### src/rtl/hazard_unit.sv
// hazard_unit: pipeline hazard controller for a 5-stage (F/D/X/M/W) RISC-V core.
//
// Keeps a shadow pipeline of register tags and control bits (X, M, W) and
// derives, combinationally from that state and the D-stage decode inputs:
//   - load-use and branch-compare stalls (stall_f, stall_d, flush_x)
//   - taken-branch/jump flush of the F/D register (flush_d)
//   - X-stage operand forwarding selects (fwd_a_x, fwd_b_x)
//   - D-stage branch-compare forwarding selects (fwd_a_d, fwd_b_d)
// Two saturating performance counters count stalled and flushed cycles.
//
// Ports:
//   clk, reset                 clock (rising edge), asynchronous active-high reset
//   rs1_d, rs2_d, uses_rs*_d   source registers of the D instruction and their use flags
//   rd_d, reg_write_d          destination register of the D instruction and its write enable
//   result_src_d               D result source; SRC_LOAD marks a load
//   branch_d, pc_src_d         D is a conditional branch / D redirects the PC
//   clr_cnt                    synchronous clear of both counters
//   stall_f, stall_d           hold PC / hold F/D register
//   flush_d, flush_x           clear F/D to a NOP / clear D/X to a bubble
//   fwd_a_x, fwd_b_x           X operand select: 00 regfile, 01 W result, 10 M alu result
//   fwd_a_d, fwd_b_d           D compare operand takes M alu result
//   stall_cnt, flush_cnt       cycles with stall_d=1 / flush_d=1 (saturating)
module hazard_unit #(
    parameter int unsigned REG_AW   = 5,
    parameter int unsigned CNT_W    = 32,
    parameter logic [1:0]  SRC_LOAD = 2'b01
) (
    input  logic              clk,
    input  logic              reset,
    input  logic [REG_AW-1:0] rs1_d,
    input  logic [REG_AW-1:0] rs2_d,
    input  logic              uses_rs1_d,
    input  logic              uses_rs2_d,
    input  logic [REG_AW-1:0] rd_d,
    input  logic              reg_write_d,
    input  logic [1:0]        result_src_d,
    input  logic              branch_d,
    input  logic              pc_src_d,
    input  logic              clr_cnt,
    output logic              stall_f,
    output logic              stall_d,
    output logic              flush_d,
    output logic              flush_x,
    output logic [1:0]        fwd_a_x,
    output logic [1:0]        fwd_b_x,
    output logic              fwd_a_d,
    output logic              fwd_b_d,
    output logic [CNT_W-1:0]  stall_cnt,
    output logic [CNT_W-1:0]  flush_cnt
);

    localparam logic [CNT_W-1:0] CntMax = '1;

    // Shadow pipeline state
    logic [REG_AW-1:0] rs1_x_q, rs1_x_d;
    logic [REG_AW-1:0] rs2_x_q, rs2_x_d;
    logic [REG_AW-1:0] rd_x_q, rd_x_d;
    logic              rw_x_q, rw_x_d;
    logic              ld_x_q, ld_x_d;
    logic [REG_AW-1:0] rd_m_q, rd_m_d;
    logic              rw_m_q, rw_m_d;
    logic              ld_m_q, ld_m_d;
    logic [REG_AW-1:0] rd_w_q, rd_w_d;
    logic              rw_w_q, rw_w_d;

    logic [CNT_W-1:0]  stall_cnt_q, stall_cnt_d;
    logic [CNT_W-1:0]  flush_cnt_q, flush_cnt_d;

    // x0 is hardwired, so a write to it is never a dependency.
    function automatic logic tag_match(input logic              rw,
                                       input logic [REG_AW-1:0] rd,
                                       input logic [REG_AW-1:0] rs);
        return rw && (rd != '0) && (rd == rs);
    endfunction

    // M has priority over W: it holds the younger result.
    function automatic logic [1:0] fwd_sel(input logic m_hit, input logic w_hit);
        if (m_hit) begin
            return 2'b10;
        end else if (w_hit) begin
            return 2'b01;
        end
        return 2'b00;
    endfunction

    logic hit_x_d;
    logic hit_m_d;
    logic lu_stall;
    logic br_stall;
    logic stall;

    always_comb begin
        hit_x_d = (uses_rs1_d && tag_match(rw_x_q, rd_x_q, rs1_d)) ||
                  (uses_rs2_d && tag_match(rw_x_q, rd_x_q, rs2_d));
        hit_m_d = (uses_rs1_d && tag_match(rw_m_q, rd_m_q, rs1_d)) ||
                  (uses_rs2_d && tag_match(rw_m_q, rd_m_q, rs2_d));

        lu_stall = ld_x_q && hit_x_d;
        // The branch compares in D, so any X producer is too late, and a load
        // in M has no data until W.
        br_stall = branch_d && (hit_x_d || (ld_m_q && hit_m_d));
        stall    = lu_stall || br_stall;

        stall_f = stall;
        stall_d = stall;
        flush_x = stall;
        // A stalled branch is re-evaluated next cycle, so it must not flush yet.
        flush_d = pc_src_d && !stall && !reset;

        fwd_a_x = fwd_sel(tag_match(rw_m_q, rd_m_q, rs1_x_q), tag_match(rw_w_q, rd_w_q, rs1_x_q));
        fwd_b_x = fwd_sel(tag_match(rw_m_q, rd_m_q, rs2_x_q), tag_match(rw_w_q, rd_w_q, rs2_x_q));

        // W results reach D through the regfile (written on the negedge).
        fwd_a_d = tag_match(rw_m_q, rd_m_q, rs1_d) && !ld_m_q;
        fwd_b_d = tag_match(rw_m_q, rd_m_q, rs2_d) && !ld_m_q;
    end

    // Next-state of the shadow pipeline
    always_comb begin
        rs1_x_d = rs1_d;
        rs2_x_d = rs2_d;
        rd_x_d  = rd_d;
        rw_x_d  = reg_write_d;
        ld_x_d  = (result_src_d == SRC_LOAD);
        if (flush_x) begin
            rs1_x_d = '0;
            rs2_x_d = '0;
            rd_x_d  = '0;
            rw_x_d  = 1'b0;
            ld_x_d  = 1'b0;
        end
        rd_m_d = rd_x_q;
        rw_m_d = rw_x_q;
        ld_m_d = ld_x_q;
        rd_w_d = rd_m_q;
        rw_w_d = rw_m_q;
    end

    // Counters: clear wins over increment; saturate at all-ones.
    always_comb begin
        stall_cnt_d = stall_cnt_q;
        flush_cnt_d = flush_cnt_q;
        if (clr_cnt) begin
            stall_cnt_d = '0;
            flush_cnt_d = '0;
        end else begin
            if (stall_d && (stall_cnt_q != CntMax)) begin
                stall_cnt_d = stall_cnt_q + 1'b1;
            end
            if (flush_d && (flush_cnt_q != CntMax)) begin
                flush_cnt_d = flush_cnt_q + 1'b1;
            end
        end
    end

    always_ff @(posedge clk or posedge reset) begin
        if (reset) begin
            rs1_x_q     <= '0;
            rs2_x_q     <= '0;
            rd_x_q      <= '0;
            rw_x_q      <= 1'b0;
            ld_x_q      <= 1'b0;
            rd_m_q      <= '0;
            rw_m_q      <= 1'b0;
            ld_m_q      <= 1'b0;
            rd_w_q      <= '0;
            rw_w_q      <= 1'b0;
            stall_cnt_q <= '0;
            flush_cnt_q <= '0;
        end else begin
            rs1_x_q     <= rs1_x_d;
            rs2_x_q     <= rs2_x_d;
            rd_x_q      <= rd_x_d;
            rw_x_q      <= rw_x_d;
            ld_x_q      <= ld_x_d;
            rd_m_q      <= rd_m_d;
            rw_m_q      <= rw_m_d;
            ld_m_q      <= ld_m_d;
            rd_w_q      <= rd_w_d;
            rw_w_q      <= rw_w_d;
            stall_cnt_q <= stall_cnt_d;
            flush_cnt_q <= flush_cnt_d;
        end
    end

    assign stall_cnt = stall_cnt_q;
    assign flush_cnt = flush_cnt_q;

endmodule
### config.mk
export PLATFORM = sky130hd
export DESIGN_NAME = hazard_unit
export DESIGN_NICKNAME = d
export VERILOG_FILES = /design/src/rtl/hazard_unit.sv
export SDC_FILE = /design/constraint.sdc
export NUM_CORES = 1
export LEC_CHECK = 0
export CORE_MARGIN = 3
export CORE_UTILIZATION = 40
export CTS_CLUSTER_DIAMETER = 30
export DETAILED_ROUTE_END_ITERATION = 8
export GPL_ROUTABILITY_DRIVEN = 0
export PLACE_DENSITY_LB_ADDON = 0.08
export REMOVE_ABC_BUFFERS = 1
export SYNTH_ARGS = -nofsm -noshare
export SYNTH_HDL_FRONTEND = slang
export SYNTH_SLANG_ARGS = --single-unit
### constraint.sdc
create_clock -name clk -period 4.13 [get_ports clk]
set_input_delay 0.826 -clock clk [delete_from_list [all_inputs] [get_ports clk]]
set_output_delay 0.826 -clock clk [all_outputs]
set_load 0.005 [all_outputs]
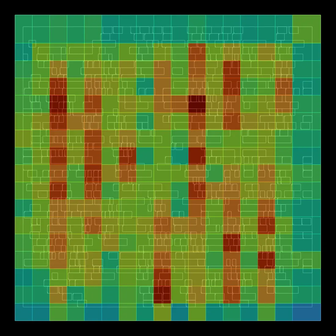
(images/congestion.png)
GR Util met3: 0.06314
Routed WL per cell: 16.55 microns
Total GRT Usage: 0.1885

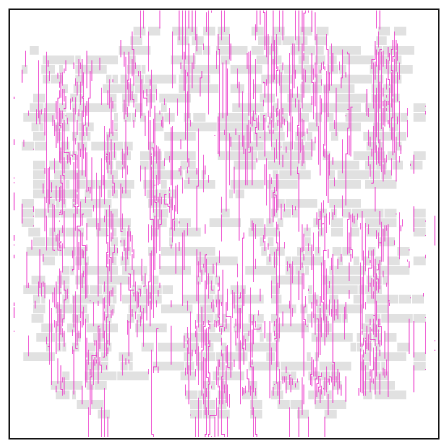
(images/layer_met2.png)
Cells faint in the background.
share of all routed wire = 48%
longest straight run = 49.0 microns
final wirelength: 13,490 microns
M2 GR Usage: 0.3067
via count: 4,665

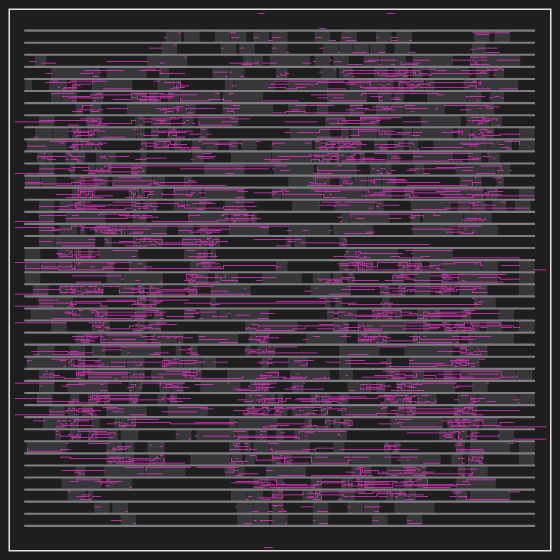
(images/layer_met1.png)
Supply wires on this layer in grey. Cells faint in the background.
longest straight run = 40.9 microns
share of all routed wire = 44%
nets with wire on the layer = 591
main direction = horizontal
wire length on this layer = 6,000 microns
met1 usage: 0.2384

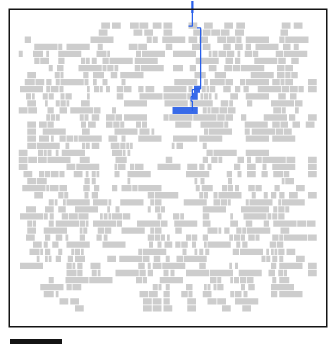
(images/io_fan.png)
Bar = 20 microns.
branch_d -> blue  # bits 1, direction input, edge north, end cells 3, wire 44.8 microns
IO Port Bufs: 98
I/O pins: 99

==> deck_impl_summary.md <==
Run Summary

Global route
  • Vias in the first global route: 4,517
  • GRT Max-Usage Layer: met2
  • Initial antenna violation count: 0

Logic synthesis
  • Synthesized cell area: 5346 sq um
  • Synth warn: 0
  • # Cells Yosys: ~560
  • Largest cells by area: dfrtp_1 44%, xor2_1 5.2%, or4_1 4.9%
  • Mux area share: 0.04423
  • Post-synth top cells: 94 x dfrtp_1, 44 x a21oi_1, 35 x nand3_1, 35 x nor2_1, 35 x or4_1
  • Post-synthesis async set-or-reset flop share: 1.000

Final timing
  • Final Critical Period: 3.789 ns
  • Worst setup margin: about 0.34 ns
  • Slew @ Worst Pin: 0.8955 ns
  • Max Slew Vio Count: 0
  • Final hold violations: 0
  • Final setup viols: 0

Layout
  • Fillers: 1,192
  • Register area: between 2000 and 2500 sq um
  • MI comb area: 2761 sq um
  • Highest-count logic cell in the final layout: clkdlybuf4s50_1

Pwr
  • Switching share of power: 0.2470
  • Seq pwr share: 0.491

Setup path
  • Critical-path cell list: clkdlybuf4s50_1 -> xor2_1 -> nor4_1 -> a32oi_2 -> o211a_4 -> inv_1 -> clkdlybuf4s50_1
  • Critical Path Start: rs1_d[4]
  • Slowest CP cell: clkdlybuf4s50_1
  • Top Family by Delay on Critical Path: buffers and inverters
  • Crit path capture: flush_x

Hold path
  • Worst hold path startpoint: rw_m_q

Placed design
  • Setup Slack @ Placement: about 0.3 ns
  • # placed instances: ~800
  • Cell Area, Placed: 6407 sq um

Flow run
  • Number of logged tool warnings: 25

Run status
  • Outcome: completed

Clock tree
  • Post-CTS Setup Bufs: 0
  • Root Driver: clkbuf_16
  • TritonCTS clock tree: built
  • Post-CTS sizing: 0

Die
  • DIE HEIGHT: around 120 microns
Power is estimated from default activity; no workload was simulated.
